===== src/rtl/wdg_ctrl.sv =====
// -----------------------------------------------------------------------------
// wdg_ctrl - two-stage windowed watchdog controller
//
// Counts rising edges of the mtime time-base bit. Stage 1 expiry raises a
// pre-warning interrupt; stage 2 expiry (counted after stage 1) issues a
// sticky system reset request. In RUN an optional window rejects early kicks,
// and an early kick is treated as a fatal fault.
//
// Ports:
//   clk           system clock
//   res           asynchronous active-high reset
//   wdg_tick      mtime time-base bit; each 0->1 transition is one tick
//   cfg_en        watchdog enable (level)
//   cfg_timeout1  stage-1 timeout in ticks (0 behaves as 1)
//   cfg_timeout2  stage-2 timeout in ticks (0 behaves as 1)
//   cfg_window    earliest legal kick count in RUN; 0 disables the window
//   kick          single-cycle service pulse
//   irq_clr       single-cycle pulse clearing wdg_irq without servicing
//   wdg_irq       pre-warning interrupt (level)
//   wdg_rst_req   system reset request (sticky until res)
//   kick_err      sticky early-kick flag
//   wdg_state     IDLE=0, RUN=1, PREWARN=2, EXPIRED=3
//   wdg_cnt       current tick count
// -----------------------------------------------------------------------------
module wdg_ctrl #(
  parameter int CNT_W         = 16,
  parameter bit ALLOW_DISABLE = 1'b1
) (
  input  logic             clk,
  input  logic             res,
  input  logic             wdg_tick,
  input  logic             cfg_en,
  input  logic [CNT_W-1:0] cfg_timeout1,
  input  logic [CNT_W-1:0] cfg_timeout2,
  input  logic [CNT_W-1:0] cfg_window,
  input  logic             kick,
  input  logic             irq_clr,
  output logic             wdg_irq,
  output logic             wdg_rst_req,
  output logic             kick_err,
  output logic [1:0]       wdg_state,
  output logic [CNT_W-1:0] wdg_cnt
);

  typedef enum logic [1:0] {
    ST_IDLE     = 2'd0,
    ST_RUN      = 2'd1,
    ST_PREWARN  = 2'd2,
    ST_EXPIRED  = 2'd3
  } state_t;

  localparam logic [CNT_W-1:0] ONE = CNT_W'(1);

  // A zero timeout would never match a wrapped count of -1 in a useful way,
  // so it is treated as the shortest possible timeout of one tick.
  function automatic logic [CNT_W-1:0] eff_timeout(input logic [CNT_W-1:0] t);
    eff_timeout = (t == '0) ? ONE : t;
  endfunction

  state_t           state, state_n;
  logic [CNT_W-1:0] cnt, cnt_n;
  logic             irq, irq_n;
  logic             rst_req, rst_req_n;
  logic             kerr, kerr_n;
  logic             tick_q;

  logic             tick_edge;
  logic [CNT_W-1:0] t1_last;
  logic [CNT_W-1:0] t2_last;
  logic             early_kick;
  logic             disable_req;

  always_comb begin
    tick_edge   = wdg_tick & ~tick_q;
    t1_last     = eff_timeout(cfg_timeout1) - ONE;
    t2_last     = eff_timeout(cfg_timeout2) - ONE;
    early_kick  = kick && (cfg_window != '0) && (cnt < cfg_window);
    disable_req = ALLOW_DISABLE && !cfg_en;
  end

  always_comb begin
    state_n   = state;
    cnt_n     = cnt;
    irq_n     = irq;
    rst_req_n = rst_req;
    kerr_n    = kerr;

    unique case (state)
      ST_IDLE: begin
        cnt_n = '0;
        if (cfg_en) state_n = ST_RUN;
      end

      ST_RUN: begin
        // A clear issued on the entry cycle to PREWARN is overridden below.
        if (irq_clr) irq_n = 1'b0;
        if (early_kick) begin
          state_n   = ST_EXPIRED;
          kerr_n    = 1'b1;
          rst_req_n = 1'b1;
        end else if (disable_req) begin
          state_n = ST_IDLE;
          cnt_n   = '0;
          irq_n   = 1'b0;
        end else if (kick) begin
          cnt_n = '0;
        end else if (tick_edge) begin
          if (cnt == t1_last) begin
            state_n = ST_PREWARN;
            cnt_n   = '0;
            irq_n   = 1'b1;
          end else begin
            cnt_n = cnt + ONE;
          end
        end
      end

      ST_PREWARN: begin
        if (irq_clr) irq_n = 1'b0;
        // Expiry is checked before disable so a late disable cannot dodge it;
        // a kick in the same cycle still rescues the system.
        if (tick_edge && !kick && (cnt == t2_last)) begin
          state_n   = ST_EXPIRED;
          rst_req_n = 1'b1;
        end else if (disable_req) begin
          state_n = ST_IDLE;
          cnt_n   = '0;
          irq_n   = 1'b0;
        end else if (kick) begin
          state_n = ST_RUN;
          cnt_n   = '0;
          irq_n   = 1'b0;
        end else if (tick_edge) begin
          cnt_n = cnt + ONE;
        end
      end

      ST_EXPIRED: begin
        rst_req_n = 1'b1;
      end

      default: begin
        state_n = ST_IDLE;
      end
    endcase
  end

  always_ff @(posedge clk or posedge res) begin
    if (res) begin
      state   <= ST_IDLE;
      cnt     <= '0;
      irq     <= 1'b0;
      rst_req <= 1'b0;
      kerr    <= 1'b0;
      tick_q  <= 1'b0;
    end else begin
      state   <= state_n;
      cnt     <= cnt_n;
      irq     <= irq_n;
      rst_req <= rst_req_n;
      kerr    <= kerr_n;
      tick_q  <= wdg_tick;
    end
  end

  assign wdg_state   = state;
  assign wdg_cnt     = cnt;
  assign wdg_irq     = irq;
  assign wdg_rst_req = rst_req;
  assign kick_err    = kerr;

endmodule


===== config.mk =====
export PLATFORM = sky130hd
export DESIGN_NAME = wdg_ctrl
export DESIGN_NICKNAME = d
export VERILOG_FILES = /design/src/rtl/wdg_ctrl.sv
export SDC_FILE = /design/constraint.sdc
export NUM_CORES = 1
export LEC_CHECK = 0
export ABC_AREA = 1
export CAP_MARGIN = 15
export CORE_MARGIN = 8
export CORE_UTILIZATION = 55
export CTS_CLUSTER_SIZE = 25
export DETAILED_ROUTE_END_ITERATION = 16
export GPL_ROUTABILITY_DRIVEN = 0
export PLACE_DENSITY = 0.9
export SKIP_CTS_REPAIR_TIMING = 1
export SYNTH_ARGS = -nofsm -noshare
export SYNTH_HDL_FRONTEND = slang
export SYNTH_SLANG_ARGS = --single-unit

===== constraint.sdc =====
create_clock -name clk -period 3.4 [get_ports clk]
set_input_delay 0.51 -clock clk [delete_from_list [all_inputs] [get_ports clk]]
set_output_delay 0.51 -clock clk [all_outputs]
set_load 0.005 [all_outputs]

Fig. 1: run 1, power grid
Pins as bars on the die edge.
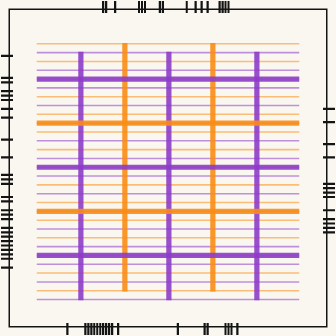
VDD -> orange
VSS -> purple
signal pins = 75
met5 straps = 5
rows = 29
met1 rails = 30
met4 straps = 5
worst IR drop on VDD: 0.279 mV
width of the die: 97.5 um
vertical die size: 97.5 um
CORE AREA: 6390 sq um

Fig. 2: run 1, placed cells, one color a class
The bar under the picture is 20 um long.
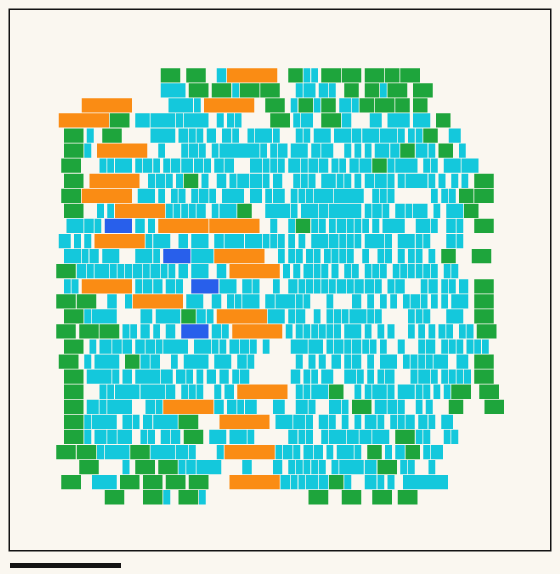
sequential cells -> orange  # cells 22, share of their area 12%
remaining logic cells -> cyan  # cells 590, share of their area 66%
clock drivers and dummy loads -> blue  # cells 4, share of their area 1.2%
remaining buffers and delay cells -> green  # cells 101, share of their area 21%

==> notes.org, run 1 <==
#+TITLE: Flow metrics

** Outcome
- Result of the run :: finished clean

** Clock tree
- Per the CTS log, the root buffer master is sky130_fd_sc_hd__clkbuf_8.
- No sink is reached through more buffers than the 2 on the longest clock path.
- Clock tree synthesis inserted a total of 3 buffers.
- Clock H-tree levels :: 1

** Setup path
- STA classifies the critical path startpoint as a primary input.
- Cells traversed along the worst timing path :: clkdlybuf4s50_1, nor2_1, nand2_1, nor2_1, nand2_2, nand2_1, inv_1, ha_1, nand2_2, xor2_1, or2_2, nand2_1, nor2_1, nand3b_1, nor2_1, nand2_1, nand2_1, nand2_4, nand3_1, o21ai_2
- According to the timing report, the arrival time at the worst endpoint equals approximately 3.3 ns.
- The critical path crosses 20 cells after its start point.
- On the critical path the largest part of the delay comes from simple AND/OR/NAND/NOR gates.
- Startpoint of the worst setup timing path :: cfg_timeout1[8]

** Hold path
- Min-Delay Path Class :: register to register

** Synth
- The Yosys step of the flow raised 0 warnings.
- Post-Synthesis Net Count :: between 700 and 800
- Yosys stat cell total :: 625

** Cells and area
- Counting the clock-network buffers in the layout gives 4.
- In the final layout, multi-input gates take up between 50 and 60% of the cell area.
- The area growth from synthesis to layout is 28.4%.
- Largest class :: combinational gates

** GRT
- The number of global-route vias before repair is 4320.
- GRT Max-Usage Layer :: met2

** Die
- The report lists the number of standard-cell rows as 29.
- I/O pin count :: 75
- Chip footprint :: 9500 sq um

** Placement
- Number of port buffers :: 74

** Power and ir drop
- The power report puts the leakage power at 2.37 nW.

** Drt
- Vias after detailed routing :: around 4400
- In this run the remaining antenna-violating nets after routing total 0.
- The routed layout reports a DRC error count of 0.
- Detailed-route iteration 0 reported a violation count of 311.

** STA
- Setup WS post-layout :: 0.260 ns
- Final worst-path cycle share :: 92.4%
Fig. 3: run 1, clock network drawn from the DEF
The bar under the picture is 20 um long.
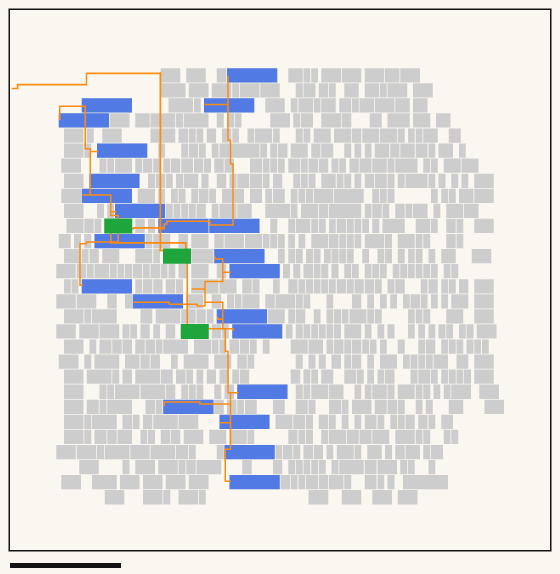
clock wires -> orange  # length 304 um
flip-flops -> blue  # count 22
clock-net drivers -> green  # count 3
routed clock nets = 4

-- run 1: power breakdown --
part | switching (mW) | total [mW] | internal [mW] | leakage [nW]
combinational | 0.394 | 0.646 | 0.252 | 2.05
sequential | 0.0291 | 0.311 | 0.282 | 0.290
clock | 0.0884 | 0.192 | 0.103 | 0.0288
total | 0.511 | 1.15 | 0.638 | 2.37
-- run 1: per-stage QoR --
stage          utilization (%)  power (mW)  cell area, sq um
2_1_floorplan                -       0.735              3650
3_3_place_gp              71.7       0.913              4580
3_5_place_dp              71.7       0.934              4580
4_1_cts                   72.6        1.13              4630
5_1_grt                   73.4        1.22              4690
6_report                  73.4        1.15              4690
-- run 1: sequential cells by signal, summed over array words and instances (netlist names) --
signal and cells:
kick_err 1, wdg_rst_req 1, wdg_irq 1, wdg_state 2, tick_q 1, wdg_cnt 16
--- run 2 (diff from run 1) ---
- CAP_MARGIN: 15 -> unset
Fig. 4: run 2, power grid
Pins as bars on the die edge.
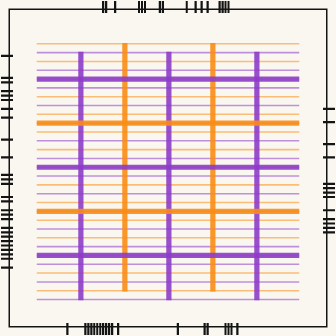
VDD -> orange
VSS -> purple
met4 straps = 5
met1 rails = 30
met5 straps = 5

Fig. 5: run 2, metal layers overlaid
Two of the layers only.
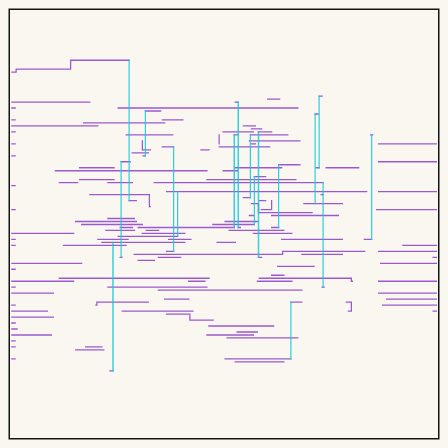
M3 -> purple  # wire length 1240 um
M4 -> cyan  # wire length 342 um
Post-Route WL: 11900 um
routed wire length per instance: 15.0 um
global routing usage summed across all routing layers: 23.8%

==> notes.org, run 2 <==
#+TITLE: Flow metrics

** Power and ir drop
- The switching power total is 511 uW (unchanged).
- Overall power of the completed layout :: 1.15 mW (unchanged)
- Cell Int Power :: 638 uW (unchanged)
- The combinational share of power was 56.2% (about the same).
- Switching part of the total power :: 44.5% (unchanged)
- The sequential share of power was 27.1% (about the same).
- The peak supply drop is 0.279 mV (unchanged).
- Clock power frac :: 16.7% (about the same)
- Leakage power of the design :: 2.37 nW (unchanged)

** Drt
- Number of remaining DRC errors :: 0 (unchanged)
- Vias after detailed routing :: 4420 (unchanged)
- Antenna violation net count after detailed routing :: 0 (unchanged)
- The count of routing violations after the opening detailed-route iteration came to 311 (unchanged).

** STA
- The slack of the critical path came to 0.260 ns (unchanged).
- The worst pin sits at a relative slew slack of 40.7%.
- Final Hold Vio Count :: 0
- The final worst-path cycle share is 92.4% (unchanged).

** Synth
- Yosys stat cell total :: 625 (unchanged)
- Post-synth cell types :: ~40
- Yosys Warn Count :: 0 (unchanged)
- Post-Synthesis Net Count :: 702 (unchanged)

** Placement
- The cell area after placement came to 4580 sq um (unchanged).
- The number of input and output port buffers inserted is 74 (unchanged).

** Cells and area
- Growth of design area from synthesis to finish :: 28.4% (unchanged)
- Max reg flops :: 16 (unchanged)
- The area of all placed cells without fillers is 4690 sq um (unchanged).

** Outcome
- Result of the run :: finished clean

** Clock tree
- CTS Buf Count :: 3 (unchanged)
- Clk Tree Root Cell :: sky130_fd_sc_hd__clkbuf_8
- The H-tree depth reported by CTS came to 1 (unchanged).
- The buffer depth of the longest clock path was 2 (unchanged).

** Setup path
- Startpoint of the worst setup timing path :: cfg_timeout1[8]
- Critical path depth in cells :: 20 (unchanged)
- Cells traversed along the worst timing path :: clkdlybuf4s50_1, nor2_1, nand2_1, nor2_1, nand2_2, nand2_1, inv_1, ha_1, nand2_2, xor2_1, or2_2, nand2_1, nor2_1, nand3b_1, nor2_1, nand2_1, nand2_1, nand2_4, nand3_1, o21ai_2
- The endpoint arrival time on the critical path was 3.29 ns (about the same).
- Largest delay share family, worst path :: simple AND/OR/NAND/NOR gates
- Startpoint type of the worst setup path :: primary input

** Die
- Width of the die :: 97.5 um (unchanged)
- CORE AREA :: 6390 sq um (unchanged)
- Number of rows created at floorplan :: 29 (unchanged)
- Chip footprint :: 9500 sq um (unchanged)

** GRT
- The number of global-route vias before repair was 4320 (unchanged).
- met2 track demand over resource after global routing is 40.0%.
- Global routing consumed, on the met1 layer, 28.5% of the routing resources.
- GRT Max-Usage Layer :: met2

** Hold path
- Min-Delay Path Class :: register to register
## run 2: cell counts in the layout (fill, tap and decap cells not counted)
No cell type changed its count.
## run 2: power groups by stage
stage	Sequential (mW)	Combinational (mW)	Clock [mW]
after CTS	0.312	0.623	0.192
after floorplan	0.310	0.424	0
after detailed placement	0.316	0.618	0
after global placement	0.316	0.597	0
after global routing	0.315	0.709	0.200
final	0.311	0.646	0.192
## run 2: area by class of cell
class,count,share of cell area [%]
Tap cell,77,2.06
Timing Repair Buffer,101,20.1
Clock buffer,4,1.17
Sequential cell,22,11.7
Multi-Input combinational cell,491,57.0
Inverter,99,7.93
Power figures rest on the tool's default switching activity, not on a simulated workload.
